Design uart_slot_arbiter, sky130hd; sources not shown.
==> images/class_map.png <==
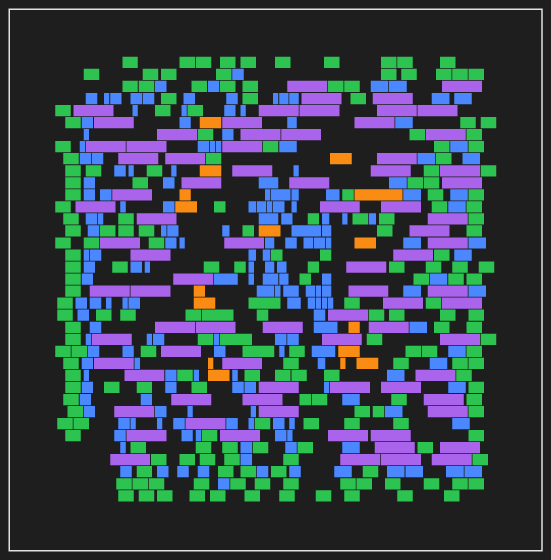
class	colour	cells
remaining logic cells	blue	190
registers	purple	81
clock drivers and dummy loads	orange	16
remaining buffers and delay cells	green	203
Placeable Area: 10000 sq um
final std cell area, no fill: 5820 sq um
flop share of the area: 34.8%

==> images/route_heat.png <==
Bar = 20 microns. 24 x 24 tiles, from dark blue (low) to red (high), scaled to the fullest tile. Values are wire area over tile area, all layers added.
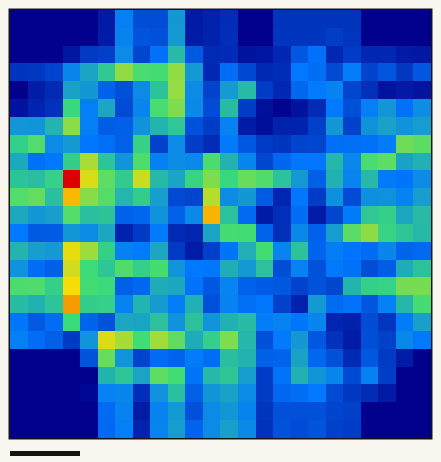
densest ninth of the die	left middle
nearly empty tiles	11%
fullest tile	0.50
mean over tiles	0.13
tiles over half the peak	10%
average wire per standard cell: 18.2 microns
detailed-route wire length: 11.4 mm
GR Util All Layers: 15.2%
number of vias after detailed routing: 3030

==> images/sizing.png <==
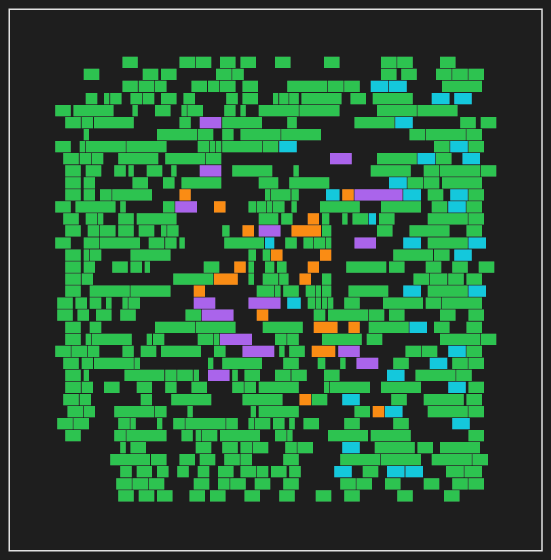
size	colour	cells
x1 and smaller	green	422
x6 and larger	purple	15
x2	cyan	34
x3 and x4	orange	19
Area growth, synth to finish: 66.9%
Worst Setup Slack, final: 0.322 ns

==> images/congestion_map.png <==
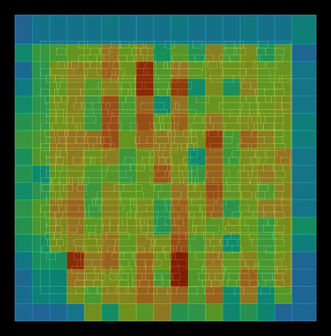
GR Util met1: 16.9%
grt met2 use: 25.2%
global-route met3 utilization: 7.40%
most heavily used metal layer in global routing: met2

==> flow report <==
OUTCOME
------------------------------------------------------------------------------------------
Result of the run ...........................................................    completed

YOSYS
------------------------------------------------------------------------------------------
Largest family of logic cells by area ....................................... AND-OR/OR-AND gates
Count of yosys warnings during synthesis ....................................            6
Netlist Area Pre-Place ......................................................   3490 sq um
Area fraction in mux cells ..................................................        11.9%
Unique cell type count in the Yosys netlist .................................           30
Top-count cell post-synth ................................................... sky130_fd_sc_hd__dfrtp_1
Post-synthesis compound-gate area fraction ..................................        17.6%
XOR Share, Synth ............................................................           0%
Total nets after synthesis ..................................................          409
Adder and majority gate portion of the synthesized area .....................        1.08%
Part of the Yosys area used for sequential elements .........................        58.1%
Post-synth regs .............................................................           81
Commonest flop .............................................................. sky130_fd_sc_hd__dfrtp_1
Chip Area, Yosys ............................................................   3490 sq um

CLOCK NETWORK
------------------------------------------------------------------------------------------
Number of hold buffers added after cts ......................................            0
Maximum root-to-sink buffer count ...........................................            2
TritonCTS clock tree ........................................................         done
Clock edge transition at the registers on the reported setup and hold paths .      0.08 ns

TIMING
------------------------------------------------------------------------------------------
Slew @ Worst Pin ............................................................     0.640 ns
Setup-failing EPs final .....................................................            0
Minimum hold slack ..........................................................     0.480 ns
Final worst-path cycle share ................................................        88.9%
Final critical delay including setup and external delays ....................      2.58 ns
Fin Clk Skew ................................................................   0.00843 ns
Final slew viol count .......................................................            0

PWR
------------------------------------------------------------------------------------------
Relative contribution of combinational cells to total power .................        56.5%
Top power group ............................................................. combinational logic
Power density of the placed cells ........................................... 1100 nW/um^2
Sequential Power Share ......................................................        30.8%
Combinational group power ...................................................      3.63 mW
Reported sequential group power .............................................      1.98 mW
Clk network pwr share .......................................................        12.6%
Clock distribution power ....................................................       811 uW
Sw frac .....................................................................        41.2%

LAYOUT
------------------------------------------------------------------------------------------
Non-clock buffer count ......................................................          203
Sequential cell area ........................................................   2030 sq um
Number of standard cells in the layout, taps in and fillers out .............          626
Multi-Input Combinational ...................................................          184
Top cell excl fill/tap ...................................................... sky130_fd_sc_hd__clkdlybuf4s50_1
Seq_cells ...................................................................           81
Non-clock buffer contribution to total cell area ............................        35.1%
Logic gate fraction of the total cell area ..................................        23.4%

FLOORPLAN
------------------------------------------------------------------------------------------
Top-level I/O count .........................................................          188
Placement row count .........................................................           37

SETUP PATH
------------------------------------------------------------------------------------------
Largest delay contributor family on the critical path ....................... AND-OR/OR-AND gates
Worst path cell trace ....................................................... clkdlybuf4s50_1 -> buf_4 -> a21boi_4 -> nand3b_1 -> o2111a_1 -> a41o_1 -> buf_12 -> a22oi_1
Worst-case reg-to-reg path depth ............................................            7

GLOBAL ROUTE
------------------------------------------------------------------------------------------
Initial antenna violation count .............................................            0
Pin count of the biggest net entering global routing ........................           35
Vias in the first global route ..............................................         3374

PLACE
------------------------------------------------------------------------------------------
Post-placement worst setup slack ............................................ -0.0000531 ns
Detailed placement HPWL .....................................................      8.90 mm
Buffers added on ports ......................................................          187

ROUTING
------------------------------------------------------------------------------------------
Sum of met3 wire segment lengths after detailed routing .....................      1.16 mm
Top layer in use ............................................................         met4
Met2 WL .....................................................................      5.46 mm

MIN PATH
------------------------------------------------------------------------------------------
Min-delay worst type ........................................................ flop to flop

No activity file was given, so power comes from the tool's default toggle rates.
